File: src/rtl/tug_pkg.sv
// Shared types for the tug-of-war round scheduler: FSM states and winner encodings.
package tug_pkg;

  typedef enum logic [2:0] {
    StIdle,
    StCountdown,
    StPlay,
    StRoundOver,
    StMatchOver
  } state_e;

  localparam logic [1:0] WIN_NONE  = 2'b00;
  localparam logic [1:0] WIN_LEFT  = 2'b01;
  localparam logic [1:0] WIN_RIGHT = 2'b10;

  // True once a player's round count has reached the match-winning total.
  function automatic logic at_match_point(logic [2:0] score, int unsigned win_score);
    return score == 3'(win_score);
  endfunction

endpackage

File: src/rtl/score_counter.sv
// Saturating 3-bit round-win counter with synchronous clear and increment.
module score_counter #(
  parameter int unsigned WIN_SCORE = 3
) (
  input  logic       clk,
  input  logic       rst,
  input  logic       clr,
  input  logic       inc,
  output logic [2:0] score
);

  logic [2:0] score_q, score_d;

  always_comb begin
    score_d = score_q;
    if (clr) begin
      score_d = 3'd0;
    end else if (inc && (score_q != 3'(WIN_SCORE))) begin
      score_d = score_q + 3'd1;
    end
  end

  always_ff @(posedge clk) begin
    if (rst) begin
      score_q <= 3'd0;
    end else begin
      score_q <= score_d;
    end
  end

  assign score = score_q;

endmodule

File: src/rtl/round_scheduler.sv
// Match/round sequencer for a tug-of-war light game.
// Define ROUND_TIMEOUT_EN to end a stalled round as a draw after TIMEOUT_TICKS ticks.
module round_scheduler
  import tug_pkg::*;
#(
  parameter int unsigned WIN_SCORE   = 3,
  parameter int unsigned COUNT_TICKS = 3,
  parameter int unsigned HOLD_TICKS  = 2
`ifdef ROUND_TIMEOUT_EN
  ,
  parameter int unsigned TIMEOUT_TICKS = 30
`endif
) (
  input  logic       Clock,
  input  logic       Reset,
  input  logic       tick,
  input  logic       start,
  input  logic       leftWin,
  input  logic       rightWin,
  output logic       restartGame,
  output logic       playEnable,
  output logic [2:0] scoreL,
  output logic [2:0] scoreR,
  output logic [1:0] winner
);

  localparam int unsigned MaxLoad = (COUNT_TICKS > HOLD_TICKS) ? COUNT_TICKS : HOLD_TICKS;
  localparam int unsigned CntW    = (MaxLoad < 2) ? 1 : $clog2(MaxLoad + 1);

  state_e          state_q, state_d;
  logic [CntW-1:0] cnt_q, cnt_d;
  logic [1:0]      winner_q, winner_d;
  logic            restart_q, restart_d;
  logic            play_en_q;
  logic            inc_l, inc_r, clr_scores;

`ifdef ROUND_TIMEOUT_EN
  localparam int unsigned ToW = (TIMEOUT_TICKS < 2) ? 1 : $clog2(TIMEOUT_TICKS + 1);

  logic [ToW-1:0] to_cnt_q;
  logic           timeout;

  // Counts ticks spent in the current PLAY stint; cleared whenever PLAY is not active.
  always_ff @(posedge Clock) begin
    if (Reset || (state_q != StPlay)) begin
      to_cnt_q <= '0;
    end else if (tick) begin
      to_cnt_q <= to_cnt_q + ToW'(1);
    end
  end

  assign timeout = (state_q == StPlay) && tick && (to_cnt_q == ToW'(TIMEOUT_TICKS - 1));
`endif

  always_comb begin
    state_d    = state_q;
    cnt_d      = cnt_q;
    winner_d   = winner_q;
    restart_d  = 1'b0;
    inc_l      = 1'b0;
    inc_r      = 1'b0;
    clr_scores = 1'b0;

    // Exit events load a fresh count and take precedence over a same-cycle tick.
    unique case (state_q)
      StIdle: begin
        if (start) begin
          cnt_d   = CntW'(COUNT_TICKS);
          state_d = StCountdown;
        end
      end
      StCountdown: begin
        if (tick) begin
          if (cnt_q == '0) begin
            restart_d = 1'b1;
            state_d   = StPlay;
          end else begin
            cnt_d = cnt_q - CntW'(1);
          end
        end
      end
      StPlay: begin
        if (leftWin || rightWin) begin
          inc_l   = leftWin && !rightWin;
          inc_r   = rightWin && !leftWin;
          cnt_d   = CntW'(HOLD_TICKS);
          state_d = StRoundOver;
`ifdef ROUND_TIMEOUT_EN
        end else if (timeout) begin
          cnt_d   = CntW'(HOLD_TICKS);
          state_d = StRoundOver;
`endif
        end
      end
      StRoundOver: begin
        if (tick) begin
          if (cnt_q == '0) begin
            if (at_match_point(scoreL, WIN_SCORE)) begin
              winner_d = WIN_LEFT;
              state_d  = StMatchOver;
            end else if (at_match_point(scoreR, WIN_SCORE)) begin
              winner_d = WIN_RIGHT;
              state_d  = StMatchOver;
            end else begin
              cnt_d   = CntW'(COUNT_TICKS);
              state_d = StCountdown;
            end
          end else begin
            cnt_d = cnt_q - CntW'(1);
          end
        end
      end
      StMatchOver: begin
        if (start) begin
          clr_scores = 1'b1;
          winner_d   = WIN_NONE;
          cnt_d      = CntW'(COUNT_TICKS);
          state_d    = StCountdown;
        end
      end
      default: state_d = StIdle;
    endcase
  end

  always_ff @(posedge Clock) begin
    if (Reset) begin
      state_q   <= StIdle;
      cnt_q     <= '0;
      winner_q  <= WIN_NONE;
      restart_q <= 1'b0;
      play_en_q <= 1'b0;
    end else begin
      state_q   <= state_d;
      cnt_q     <= cnt_d;
      winner_q  <= winner_d;
      restart_q <= restart_d;
      play_en_q <= (state_d == StPlay);
    end
  end

  score_counter #(
    .WIN_SCORE(WIN_SCORE)
  ) u_score_l (
    .clk  (Clock),
    .rst  (Reset),
    .clr  (clr_scores),
    .inc  (inc_l),
    .score(scoreL)
  );

  score_counter #(
    .WIN_SCORE(WIN_SCORE)
  ) u_score_r (
    .clk  (Clock),
    .rst  (Reset),
    .clr  (clr_scores),
    .inc  (inc_r),
    .score(scoreR)
  );

  assign restartGame = restart_q;
  assign playEnable  = play_en_q;
  assign winner      = winner_q;

endmodule

File: config.mk
export PLATFORM = sky130hd
export DESIGN_NAME = round_scheduler
export DESIGN_NICKNAME = d
export VERILOG_FILES = /design/src/rtl/tug_pkg.sv /design/src/rtl/score_counter.sv /design/src/rtl/round_scheduler.sv
export SDC_FILE = /design/constraint.sdc
export NUM_CORES = 1
export LEC_CHECK = 0
export ABC_AREA = 0
export CORE_MARGIN = 1.5
export CORE_UTILIZATION = 40
export DETAILED_ROUTE_END_ITERATION = 16
export PLACE_DENSITY = 0.74
export SLEW_MARGIN = 0
export SYNTH_ARGS = -nofsm -noshare
export SYNTH_HDL_FRONTEND = slang
export SYNTH_SLANG_ARGS = --single-unit
File: constraint.sdc
create_clock -name Clock -period 2.8 [get_ports Clock]
set_clock_uncertainty 0.05 [all_clocks]
set_input_delay 0.28 -clock Clock [delete_from_list [all_inputs] [get_ports Clock]]
set_output_delay 0.28 -clock Clock [all_outputs]
set_load 0.01 [all_outputs]
run_1/pdn.png
Pins as bars on the die edge. Tap cells in grey.
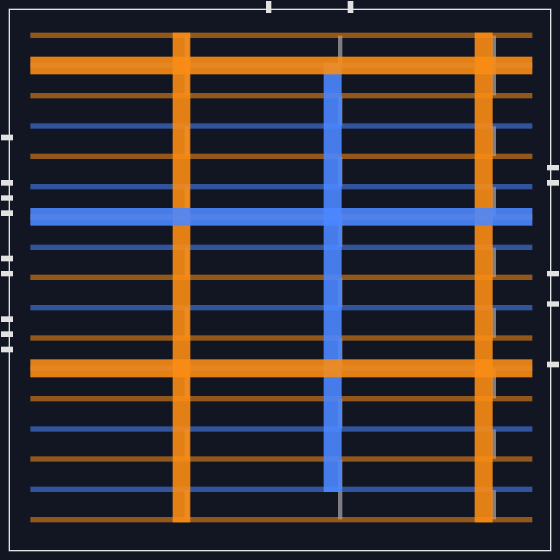
- VSS: orange
- VDD: blue
- met4 straps: 3
- rows: 16
- met1 rails: 17
- met5 straps: 3
Vert. Die Dim: 48.5 µm
Core Footprint: 1960 µm²
Max rail drop VDD: 0.270 mV
die span in x: 48.5 µm

run_1/met2.png
Bar = 10 µm.
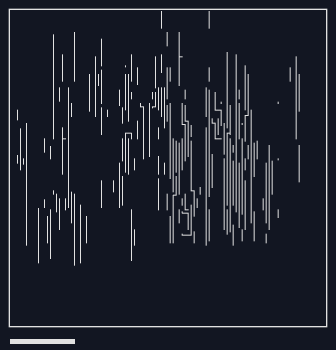
- main direction: vertical
- longest straight run: 24.1 µm
- share of all routed wire: 46%
total via count in the routed design: 689
met2 GRT Util: 25.2%
total wire length after detailed routing: 1620 µm

run_1/cell_classes.png
Bar = 10 µm. Fill, decap, tap and diode cells in grey.
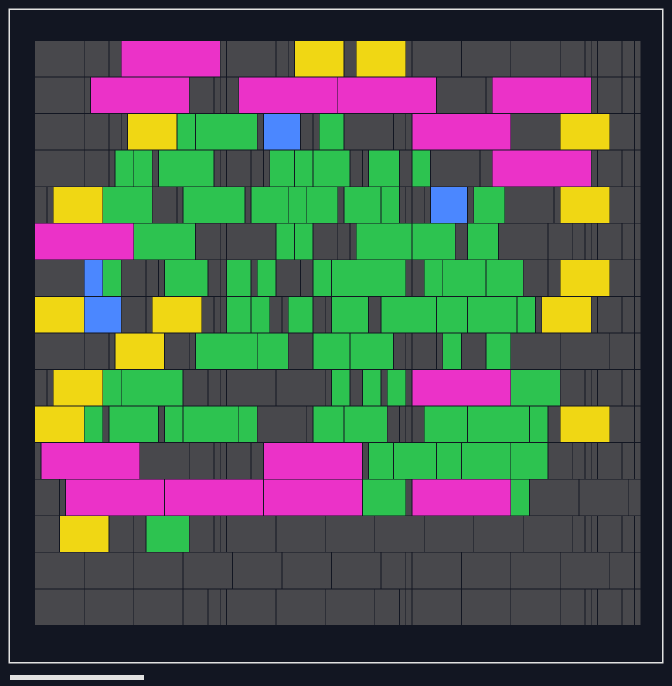
- flops: magenta (cells 15; share of their area 31%)
- clock drivers and dummy loads: blue (cells 4; share of their area 2.7%)
- all other logic: green (cells 72; share of their area 51%)
- other buffers and delay cells: yellow (cells 15; share of their area 15%)
post-route core utilization: 51.2%
flop share of the area: 29.9%

==> run summary, run 1 <==
Results of the flow run.

The layout has 5 inverters outside the clock class. The largest stage delay on the critical path stands at 0.53 ns. Pins over their slew limit in the final report were tallied at 0.

The run finished with clean final reports. The post-synthesis cell type count stands at 38. For this run, design rule violations remaining after detail routing come to 0. STA classifies the critical path endpoint as a flop. For reference, the clock transition at the flip-flops on the worst setup and hold paths is 0.09 ns. The largest cell class by area is logic gates. The post-layout minimum cycle time stands at 1.90 ns. The first-pass GRT wire length stands at 2820 µm. In the hold report, the worst path ends at cnt_q[0]. The multiplexer area fraction after synthesis stands at slightly above 5%. The number of setup buffers added after CTS stands at 0. The cell family contributing the most delay on the critical path is simple AND/OR/NAND/NOR gates. The mean instance size in the synthesized netlist stands at between 9 and 10 µm². Before placement the cells fill 42.2% of the core. Per report_power, the top consumer among the power groups is registers. The count of non-filler cells in the finished layout stands at 133.

At the end of the flow, the number of nets in the layout was ~120. Per the final layout report, the fraction of cells sized above drive strength 1 comes to 10.4%. The proportion of power drawn by combinational gates stands at 21.8%. Of the total power, the share spent switching nets is 29.2%. The worst hold path begins at cnt_q[0].

Global routing consumed, over all layers together, 15.2% of the routing resources. The transition time of the tightest slew-check pin stands at 0.394 ns. In the layout the tool counted multi-input logic cells amounting to 67. The placement-stage worst setup slack stands at 0.918 ns. The floorplan step defined a die boundary enclosing 2350 µm². In this run the maximum-capacitance check reported violations numbering 0. In the synthesized netlist, the dominant kind of combinational cell is simple AND/OR/NAND/NOR gates. The synthesis log from Yosys contains 0 warnings. The maximum count of clock buffers along a single path stands at 2. The share of async-settable or async-resettable flops after synthesis stands at 0%. Routed signal wires occupy layers up through met4.

Sorting the Yosys area breakdown by cell type puts at the top sky130_fd_sc_hd__dfxtp_1. In this run, the clock network consumes 26.5% of the power. In the layout the commonest cells are sky130_fd_sc_hd__dfxtp_1, sky130_fd_sc_hd__clkdlybuf4s50_1, sky130_fd_sc_hd__nor2_1. The total number of clock tree sinks stands at 15. In the final report, the number of hold violations comes to 0. For this run, the top clock speed supported by timing is ~530 MHz. Looking at the reg2reg group, the worst path starts from u_score_l.score[0]. The count of nets left with antenna violations after detail routing stands at 0. Per the timing report, the most critical flop-to-flop path finishes at cnt_q[1].

Summing over the stages, the warning tally comes to 27. The post-cts hold buffer count stands at 0. The number of cells on the critical path stands at 6. Looking at the cell usage after synthesis, the top flip-flop cell is sky130_fd_sc_hd__dfxtp_1. The multi-input combinational cells in the finished layout cover a total of 475 µm². Per the layout area report, the combinational fraction of cell area is around 47%. The area share of xor/xnor cells in the synthesized design stands at between 3 and 4%. Registers take 300 µm². The share of Yosys cell area claimed by the top area cell type stands at 36.3%. The overall power stands at around 470 µW. The signal on the critical path passes through ha_1, ha_1, nor2_1, a311oi_1, or4b_1, o211a_1. The layout buffer count excluding clock buffers stands at 15. The routability congestion estimate stands at 0.820. The remaining global-route overflow stands at 0. The number of violations reported at the end of detailed-routing iteration 0 stands at 8.

The synthesis stat section lists a flop and latch total of 15. The tapcell count stands at 27. The row count stands at 16. The placed instance count stands at approximately 130. The clock latency at the later pin of the worst-skew pair stands at 0.29 ns. Yosys reports a chip area of 828 µm². The amount of wire on met2 after detailed routing stands at 744 µm.
## run 1: synthesized netlist by cell type (2+ instances only)
cell,instances
sky130_fd_sc_hd__and2b_2,2
sky130_fd_sc_hd__o211ai_1,2
sky130_fd_sc_hd__mux2_2,2
sky130_fd_sc_hd__dfxtp_1,15
sky130_fd_sc_hd__nor2_1,13
sky130_fd_sc_hd__a21oi_1,3
sky130_fd_sc_hd__nand2_1,7
sky130_fd_sc_hd__xor2_1,3
sky130_fd_sc_hd__inv_1,5
sky130_fd_sc_hd__mux2i_1,2
sky130_fd_sc_hd__buf_6,2
sky130_fd_sc_hd__ha_1,6
sky130_fd_sc_hd__nand3_1,3
sky130_fd_sc_hd__a311oi_1,2
run_1/final_placement.png
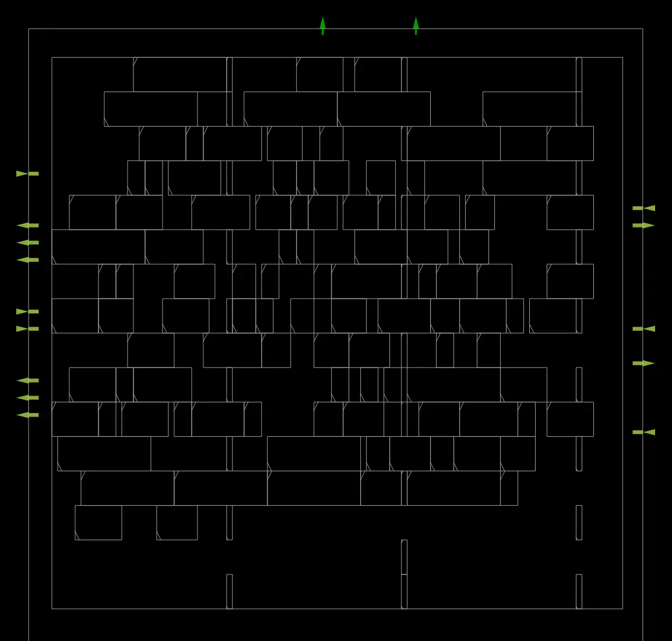

--- run 2 (diff from run 1) ---
PLACE_DENSITY = 0.77   (was 0.74)
clock period = 1.6 ns   (was 2.8 ns; I/O delays follow)
run_2/final_placement.png
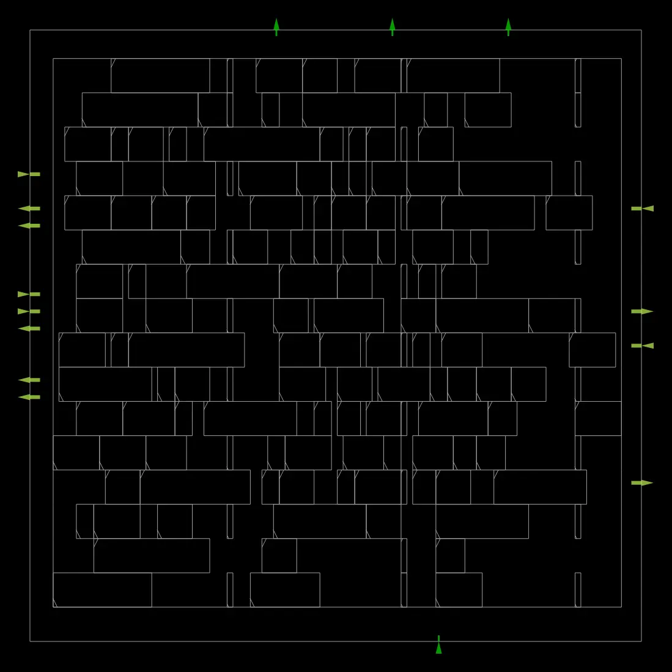
Std-Cell Rows: 16
filler-free cell count of the finished design: 150
number of well taps: 27
sequential cells: 15

run_2/met2.png
Bar = 10 µm.
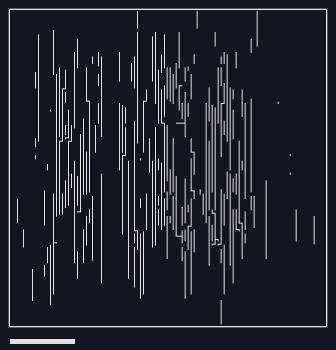
- share of all routed wire: 53%
- main direction: vertical
met2 GRT Util: 30.8%
total via count in the routed design: 774
total wire length after detailed routing: 1950 µm

==> run summary, run 2 <==
Results of the flow run.

The flow ran to the end, but the final reports show violations. The final reports fail on setup timing. The share of Yosys cell area claimed by the top area cell type stands at 36.3%. The biggest area contributor in the post-synthesis netlist is sky130_fd_sc_hd__dfxtp_1. The number of setup buffers added after CTS is 0. The area share of xor/xnor cells in the synthesized design stands at 3.17%. The worst-case vdd ir drop stands at 0.506 mV. During synthesis, Yosys emitted a total of 0 warnings. By count the netlist is led by sky130_fd_sc_hd__dfxtp_1, sky130_fd_sc_hd__nor2_1, sky130_fd_sc_hd__nand2_1. The total number of clock tree sinks stands at 15.

The clock-pin transition on the worst setup and hold timing paths stands at 0.09 ns. Signal nets in the final route climb as high as met4. The logs give a warning total of 30. In the synthesized netlist the dominant register cell turns out to be sky130_fd_sc_hd__dfxtp_1. The final core utilization stands at 62.5%.

The number of non-clock inverters stands at 5. The layout buffer count excluding clock buffers stands at 32. After layout, the worst setup slack is -0.0700 ns. The combinational gate count stands at 67.

The cell sequence reported for the critical path is ha_4, ha_4, nor2_4, a311oi_2, or4b_1, o211a_1. The core region is 1960 µm². The post-synthesis cell type count stands at 38. The final report lists the setup-violating endpoint count as 3. The chip area in the Yosys report stands at 828 µm².

By area, logic gates come first. The post-route netlist has 35.8% of its cells at a drive strength greater than 1. Power comes to 891 µW. Once iteration 0 of detailed routing completed, the report listed 7 DRC markers. The largest stage delay on the critical path stands at 0.48 ns. The routability congestion estimate stands at 0.896. The pin closest to its max-slew limit shows a slew of 0.332 ns. In this run the horizontal extent of the chip is 48.5 µm.

Yosys reported that registers with async set or reset make up 0%. The chip area stands at ~2400 µm². Averaged over all synthesized cells, the footprint is a little over 9 µm². The net count of the finished layout is 136.

The amount of wire on met2 after detailed routing stands at 1030 µm. The tool flagged a number of max-cap violations equal to 0. In the final layout, flip-flops and latches occupy 308 µm². The first global-routing pass estimated 3080 µm of wire. The combined area of the multi-input logic cells stands at approximately 560 µm². The final routed DRC violation total stands at 0. The clock passes through at most 2 buffers.

The number of cells on the critical path stands at 6. The logic share of the area stands at 45.8%. The clock latency at the later pin of the worst-skew pair stands at 0.28 ns. The worst setup path is captured at a flop. Ranking logic cells in the layout by count gives the top entries sky130_fd_sc_hd__buf_4, sky130_fd_sc_hd__clkdlybuf4s50_1, sky130_fd_sc_hd__dfxtp_1. Max-slew check failures listed in the final report amount to 0. In the synthesized netlist, mux cells make up about 5.1% of the area. The fraction of cell area in sequential cells is reported as between 20% and 30%.
==> run 2: report_power, final <==
| group | leakage [µW] | switching, µW | total [µW] | internal, µW |
|---|---|---|---|---|
| logic | 0.000339 | 123 | 258 | 134 |
| registers | 0.000124 | 16.2 | 412 | 396 |
| clock network | 0.0000150 | 124 | 221 | 96.8 |
==> run 2: path summary, 6_finish.rpt <==
path                      startpoint        end  slack [ns]
setup / recovery  u_score_r.score[0]   cnt_q[1]       -0.07
hold / removal             winner[1]  winner[1]        0.44
setup reg to reg  u_score_r.score[0]   cnt_q[1]       -0.07
hold reg to reg            winner[1]  winner[1]        0.44
run_2/pdn.png
Pins as bars on the die edge. Tap cells in grey.
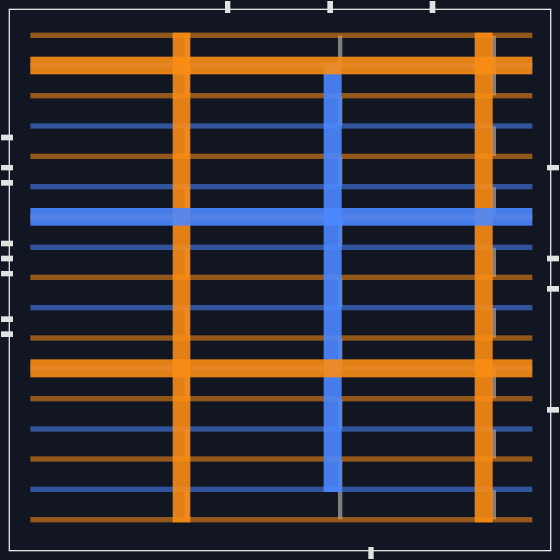

--- run 3 (diff from run 2) ---
CORE_MARGIN = 2   (was 1.5)
run_3/pdn.png
Pins as bars on the die edge. Tap cells in grey.
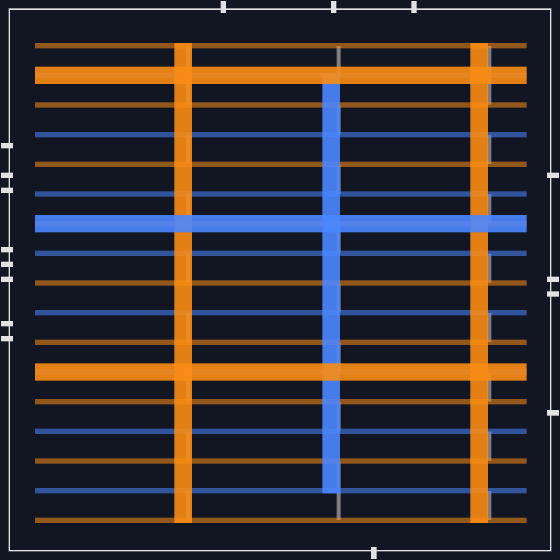
- VDD: blue
- VSS: orange
- rows: 16
- met5 straps: 3
- met1 rails: 17
Vert. Die Dim: 49.5 µm
die span in x: 49.5 µm
Max rail drop VDD: 0.426 mV

==> run summary, run 3 <==
Results of the flow run.

The run finished, with violations left. The checks that failed: setup timing. Per report_power, the Sequential row totals slightly above 400 µW. The remaining global-route overflow stands at 0. The number of violations reported at the end of detailed-routing iteration 0 stands at 10. The row count stands at 16.

Across all setup checks in the final design, the least slack found is -0.0928 ns. After synthesis, the largest area contributor takes up 36.3% of total cell area. Hold analysis lists the worst path endpoint as cnt_q[0]. The completed layout was analyzed and its total power is 907 µW. The power spent charging and discharging nets stands at around 270 µW. Hold repair after CTS inserted 0 buffers. Per the layout report, the design carries 32 non-clock buffers. The layout report gives the multi-input gate share of total cell area as a little under half. The part of the power in the clock network stands at 25.0%.

For the pin with the worst max-slew slack, the measured transition is 0.339 ns. The power dissipated in the clock network stands at 227 µW. The floorplan step defined a core boundary enclosing around 2000 µm². For this run, the post-layout net count is 136. The area share of xor/xnor cells in the synthesized design stands at 3.17%. Following the worst setup path forward leads to its endpoint at cnt_q[1]. Per the post-synthesis stats, the area per cell is 9.10 µm². The floorplan step records an initial core utilization of 42.2%. The max-capacitance violation count stands at 0. The highest achievable clock rate stands at around 590 MHz.

The combined global-route utilization of all metal layers stands at 16.9%. At the end of routability-driven placement, the weighted congestion stood at 0.896. For the worst reg-to-reg path, the startpoint reported by OpenROAD is u_score_r.score[0]. After synthesis, the chip area reported by Yosys is between 800 and 900 µm². The startpoint identified for the worst hold timing path is cnt_q[0]. The synthesized design spends more area on one cell type than any other, namely sky130_fd_sc_hd__dfxtp_1.

Tracing the worst setup path back leads to its startpoint at u_score_r.score[0]. Leaving out fill and tap cells, the most frequent cells in the layout are sky130_fd_sc_hd__buf_4, sky130_fd_sc_hd__clkdlybuf4s50_1, sky130_fd_sc_hd__dfxtp_1. For this run, the leading register cell type out of synthesis is sky130_fd_sc_hd__dfxtp_1. The last timing report of the flow puts the setup violation total at 2.

Wire segments on met2 add up to 1010 µm in the final route. The chip area stands at 2450 µm². The tapcell count stands at 27.

After detailed routing, the total wire length is 1990 µm. By area, the class that comes first in the final layout consists of logic gates. Per the synth stats, the proportion of register bits with asynchronous set or reset is 0%. Among all cell types in the netlist, the one instantiated most often is sky130_fd_sc_hd__dfxtp_1. The power report attributes to the sequential group a share of roughly 46%. The register cell area after layout stands at 308 µm².

The combinational logic power stands at 267 µW. Cell internal power was estimated by the tool at 633 µW. The switching share of total power stands at 30.3%. Across all layers, the routed design uses 775 vias. The flop and latch count out of synthesis stands at 15.

Looking at the clock tree report, the maximum root-to-sink buffer count equals 2. In the final layout, the share of cells above drive strength 1 is 38.2%. Counting every sink on the clock net gives 15. The multiplexer area fraction after synthesis stands at 5.14%.
run_3/final_placement.png
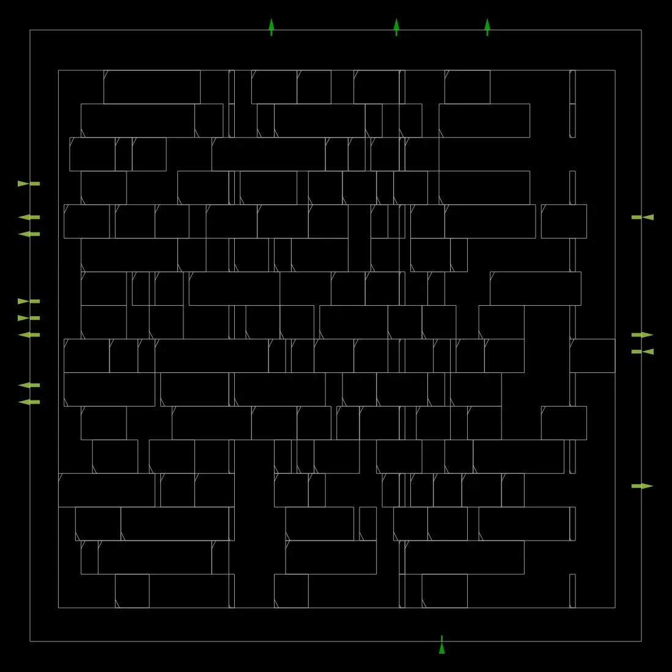
flop share of the area: 24.4%
fillcell total: 178
post-route core utilization: 64.3%

==> run 3: worst max-delay path, delay by kind of cell (launching register included) <==
family / cells / cell delay [ns]
AOI/OAI and AO/OA: 2 / 0.24
adders and majority gates: 2 / 0.32
DFF: 1 / 0.36
and+or+nand+nor: 2 / 0.63
==> run 3: stage by stage <==
step | setup WS [ns] | setup TNS, ns
floorplan | -0.0153 | -0.0153
global placement | -0.0384 | -0.0438
detailed placement | -0.0865 | -0.137
CTS | -0.0937 | -0.183
global route | -0.118 | -0.295
finish | -0.0928 | -0.173
==> run 3: what timing repair did <==
| item | CTS | global route |
|---|---|---|
| endpoints found under the setup margin | 2 | 6 |
| gates resized | 0 | 13 |
| setup buffers | 0 | 0 |
| pin swaps | 1 | 2 |
Power is estimated from default activity; no workload was simulated.
